Figure 1. Sequential cells grouped by signal name.
Scale: 4 px per um.
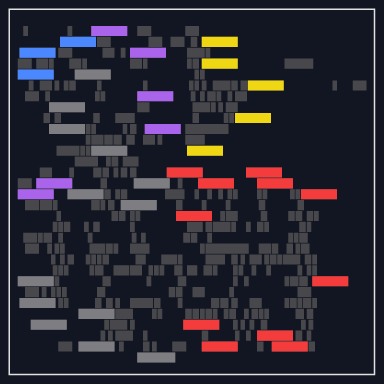
Figure 2. Placement density heat map.
Scale: 4 px per um. The die is cut into 9 by 9 equal tiles; black is low, pale yellow is high, 0 to 100% covered.
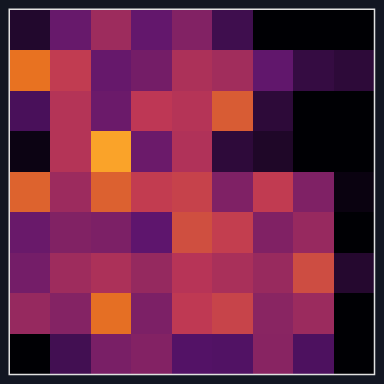
Figure 3. Power grid.
Scale: 4 px per um. Pins as bars on the die edge.
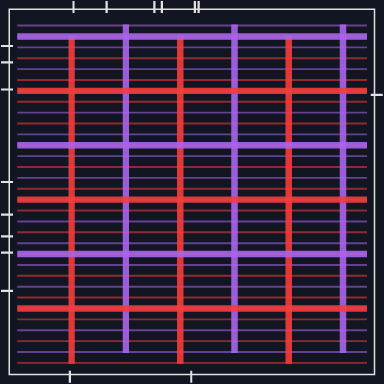
$ cat src/rtl/relay_select_sequencer.sv
// Antenna relay driver: debounces a binary select code and drives one relay at a time.
// Relay changes are break-before-make, with dead time, settle time and TX-inhibit gating.
module relay_select_sequencer #(
  parameter int N_OUT        = 6,
  parameter int SEL_W        = 3,
  parameter int STABLE_CYC   = 16,
  parameter int DEADTIME_CYC = 1000,
  parameter int SETTLE_CYC   = 2000
) (
  input  logic             I_clk,
  input  logic             I_rst,
  input  logic [SEL_W-1:0] I_sel,
  input  logic             I_inhibit,
  output logic [N_OUT-1:0] O_bin,
  output logic             O_ready,
  output logic             O_invalid,
  output logic [SEL_W-1:0] O_cur
);

  localparam int CNT_W = $clog2(STABLE_CYC + 1);
  localparam int TMAX  = (DEADTIME_CYC > SETTLE_CYC) ? DEADTIME_CYC : SETTLE_CYC;
  localparam int TMR_W = $clog2(TMAX + 1);
  localparam logic [SEL_W-1:0] N_CODE = SEL_W'(N_OUT);

  generate
    if ((2 ** SEL_W) < (N_OUT + 1)) begin : g_bad_sel_w
      $error("SEL_W too narrow to encode N_OUT relays plus code 0");
    end
  endgenerate

  typedef enum logic [1:0] {S_IDLE, S_BREAK, S_MAKE} state_t;

  state_t             state_q, state_d;
  logic [SEL_W-1:0]   cand_q, cand_d;
  logic [CNT_W-1:0]   cnt_q, cnt_d;
  logic [SEL_W-1:0]   sel_db_q, sel_db_d;
  logic               inv_q, inv_d;
  logic [SEL_W-1:0]   cur_q, cur_d;
  logic [SEL_W-1:0]   nxt_q, nxt_d;
  logic [N_OUT-1:0]   bin_q, bin_d;
  logic               ready_q, ready_d;
  logic [TMR_W-1:0]   tmr_q, tmr_d;
  logic [SEL_W-1:0]   tgt;

  function automatic logic [N_OUT-1:0] onehot(input logic [SEL_W-1:0] k);
    logic [N_OUT-1:0] r;
    r = '0;
    for (int i = 0; i < N_OUT; i++)
      if (k == SEL_W'(i + 1)) r[i] = 1'b1;
    return r;
  endfunction

  assign tgt = (sel_db_q != '0 && sel_db_q <= N_CODE) ? sel_db_q : '0;

  // Debounce: accept the candidate on the edge its run length reaches STABLE_CYC
  always_comb begin
    cand_d   = cand_q;
    cnt_d    = cnt_q;
    sel_db_d = sel_db_q;
    inv_d    = inv_q;
    if (I_sel != cand_q) begin
      cand_d = I_sel;
      cnt_d  = CNT_W'(1);
      if (STABLE_CYC == 1) begin
        sel_db_d = I_sel;
        inv_d    = (I_sel > N_CODE);
      end
    end else if (cnt_q != CNT_W'(STABLE_CYC)) begin
      cnt_d = cnt_q + 1'b1;
      if (cnt_q == CNT_W'(STABLE_CYC - 1)) begin
        sel_db_d = cand_q;
        inv_d    = (cand_q > N_CODE);
      end
    end
  end

  always_comb begin
    state_d = state_q;
    cur_d   = cur_q;
    nxt_d   = nxt_q;
    bin_d   = bin_q;
    ready_d = ready_q;
    tmr_d   = tmr_q;
    case (state_q)
      S_IDLE: begin
        if (tgt != cur_q && !I_inhibit) begin
          nxt_d   = tgt;
          ready_d = 1'b0;
          tmr_d   = '0;
          if (cur_q != '0) begin
            state_d = S_BREAK;
            bin_d   = '0;
          end else begin
            // Nothing to release: the new code is applied as the make starts
            state_d = S_MAKE;
            cur_d   = tgt;
            bin_d   = onehot(tgt);
          end
        end
      end
      S_BREAK: begin
        if (tmr_q == TMR_W'(DEADTIME_CYC - 1)) begin
          state_d = S_MAKE;
          cur_d   = nxt_q;
          bin_d   = onehot(nxt_q);
          tmr_d   = '0;
        end else begin
          tmr_d = tmr_q + 1'b1;
        end
      end
      S_MAKE: begin
        if (tmr_q == TMR_W'(SETTLE_CYC - 1)) begin
          state_d = S_IDLE;
          ready_d = 1'b1;
          tmr_d   = '0;
        end else begin
          tmr_d = tmr_q + 1'b1;
        end
      end
      default: begin
        state_d = S_IDLE;
        bin_d   = '0;
        cur_d   = '0;
        ready_d = 1'b1;
        tmr_d   = '0;
      end
    endcase
  end

  always_ff @(posedge I_clk or posedge I_rst) begin
    if (I_rst) begin
      state_q  <= S_IDLE;
      cand_q   <= '0;
      cnt_q    <= '0;
      sel_db_q <= '0;
      inv_q    <= 1'b0;
      cur_q    <= '0;
      nxt_q    <= '0;
      bin_q    <= '0;
      ready_q  <= 1'b1;
      tmr_q    <= '0;
    end else begin
      state_q  <= state_d;
      cand_q   <= cand_d;
      cnt_q    <= cnt_d;
      sel_db_q <= sel_db_d;
      inv_q    <= inv_d;
      cur_q    <= cur_d;
      nxt_q    <= nxt_d;
      bin_q    <= bin_d;
      ready_q  <= ready_d;
      tmr_q    <= tmr_d;
    end
  end

  assign O_bin     = bin_q;
  assign O_ready   = ready_q;
  assign O_invalid = inv_q;
  assign O_cur     = cur_q;

endmodule

$ cat config.mk
export PLATFORM = sky130hd
export DESIGN_NAME = relay_select_sequencer
export DESIGN_NICKNAME = d
export VERILOG_FILES = /design/src/rtl/relay_select_sequencer.sv
export SDC_FILE = /design/constraint.sdc
export NUM_CORES = 1
export LEC_CHECK = 0
export ABC_AREA = 1
export CAP_MARGIN = 20
export CORE_MARGIN = 1.5
export CORE_UTILIZATION = 30
export CTS_BUF_LIST = sky130_fd_sc_hd__clkbuf_8
export CTS_CLUSTER_DIAMETER = 80
export DETAILED_ROUTE_END_ITERATION = 8
export GPL_TIMING_DRIVEN = 0
export PLACE_DENSITY = 0.47
export SKIP_CTS_REPAIR_TIMING = 1
export SYNTH_ARGS = -nofsm -noshare
export SYNTH_HDL_FRONTEND = slang
export SYNTH_SLANG_ARGS = --single-unit
$ cat constraint.sdc
create_clock -name I_clk -period 2.93 [get_ports I_clk]
set_input_delay 0.7325 -clock I_clk [delete_from_list [all_inputs] [get_ports I_clk]]
set_output_delay 0.7325 -clock I_clk [all_outputs]
set_load 0.02 [all_outputs]
==> job_summary.md <==
## Synthesis and layout report

| Metric | Value |
|---|---|
| Vias in the first global route | `around 2000` |
| Max incr delay on CP | `0.59 ns` |
| Yosys Chip Area | `between 2000 and 2500 um^2` |
| Worst slew margin | `0.668` |
| I/O pins | `17` |
| Filler Cells Inserted | `a little under 800` |
| WL final | `about 5500 um` |
| # diodes | `0` |
| CP startpoint kind | `flop` |
| DR WL met2 | `2560 um` |
| Vias/cell | `between 4 and 5` |
| Worst hold path cell count | `2` |
| Syn Area/Cell | `~7.7 um^2` |
| CP bufs+invs | `1` |
| Cell area leaders | `dfrtp_1, nand2_1, nand3_1, inv_1, ha_1` |
| Grt met1 use | `0.193` |
| P_leak | `0.00126 uW` |
| Routed wl met3 | `between 100 and 150 um` |
| Power per cell area | `about 580 nW/um^2` |
| Outcome | `completed` |
| Layout Nets | `340` |
| Clk_lat worst skew | `0.30 ns` |
| Met2 usage | `0.227` |
| Unrepaired setup endpoints after global routing | `false` |
| Crit-path slowest cell | `clkdlybuf4s50_1` |
| FF+latch area | `952 um^2` |
| Mapped Area | `2320 um^2` |
| Setup violation total in the final timing report | `0` |
| Grt total ovfl | `0` |
| Cells after Synth | `303` |
| Worst setup path end | `O_ready` |
| Global-route usage over all layers | `0.143` |
| Combinational gate area | `1160 um^2` |
| Number of warnings in the stage logs | `29` |
## Picture notes: Figure 1
| netlist name | colour | placed flops |
|---|---|---|
| tmr_q | red | 11 |
| O_bin | purple | 6 |
| cnt_q | yellow | 5 |
| cand_q | blue | 3 |
not coloured: 13

## Picture notes: Figure 2
emptiest ninth of the die: north-east
tiles over 75% full: 1.2%
fullest tile: 80%
densest ninth of the die: west
core footprint: 7370 um^2
Post-Route Utilization: 0.375

## Picture notes: Figure 3
| net | colour |
|---|---|
| VSS | red |
| VDD | purple |
met1 rails: 32
rows: 31
Die Y: 90.9 um
Die Width: 90.9 um

==> final cells by class <==
cell class,instances,share of cell area
Sequential cell,38,0.345
Buffer,10,0.0222
Clock buffer,5,0.0249
Clock inverter,3,0.0249
Inverter,40,0.0544
Multi-Input combinational cell,215,0.419
Tap cell,99,0.0449
Timing Repair Buffer,17,0.0652
==> stage by stage <==
step	power [uW]	cell area, um^2	setup slack [ns]
finish	1600	2760	0.787
global route	1710	2760	0.747
CTS	1620	2760	0.767
detailed placement	1060	2620	0.564
global placement	1060	2600	0.288
floorplan	931	2320	1.29
==> cells in the mapped netlist (all sizes together) <==
library cell and n:
xor2 6, o211ai 1, a2111oi 1, nand2 83, inv 40, ha 7, xnor2 3, nor2 23
nand4 14, clkbuf 6, nand3 29, nor3 8, buf 4, o21ai 28, o21bai 1, a31oi 5
dfstp 1, a21oi 5, dfrtp 37, a41oi 1
==> flip-flops by register name, indices dropped and copies added (netlist names), 2 cells and up <==
name      cells
cnt_q         5
O_bin         6
cand_q        3
nxt_q         3
tmr_q        11
O_cur         3
sel_db_q      3
state_q       2
==> where the power goes <==
part | total (uW) | switching (uW) | leakage (uW) | internal (uW)
combinational | 457 | 313 | 0.000712 | 145
sequential | 591 | 28.9 | 0.000483 | 562
clock | 551 | 210 | 0.0000683 | 342
total | 1600 | 551 | 0.00126 | 1050
==> cell families after synthesis <==
| group | Yosys count | synth area share |
|---|---|---|
| AND/OR/NAND/NOR | 157 | 0.304 |
| adder cells (fa/ha/maj) | 7 | 0.0378 |
| XOR/XNOR | 9 | 0.0340 |
| flip-flops | 38 | 0.410 |
| AND-OR/OR-AND | 42 | 0.123 |
| buffers and inverters | 50 | 0.0911 |
Power figures rest on the tool's default switching activity, not on a simulated workload.
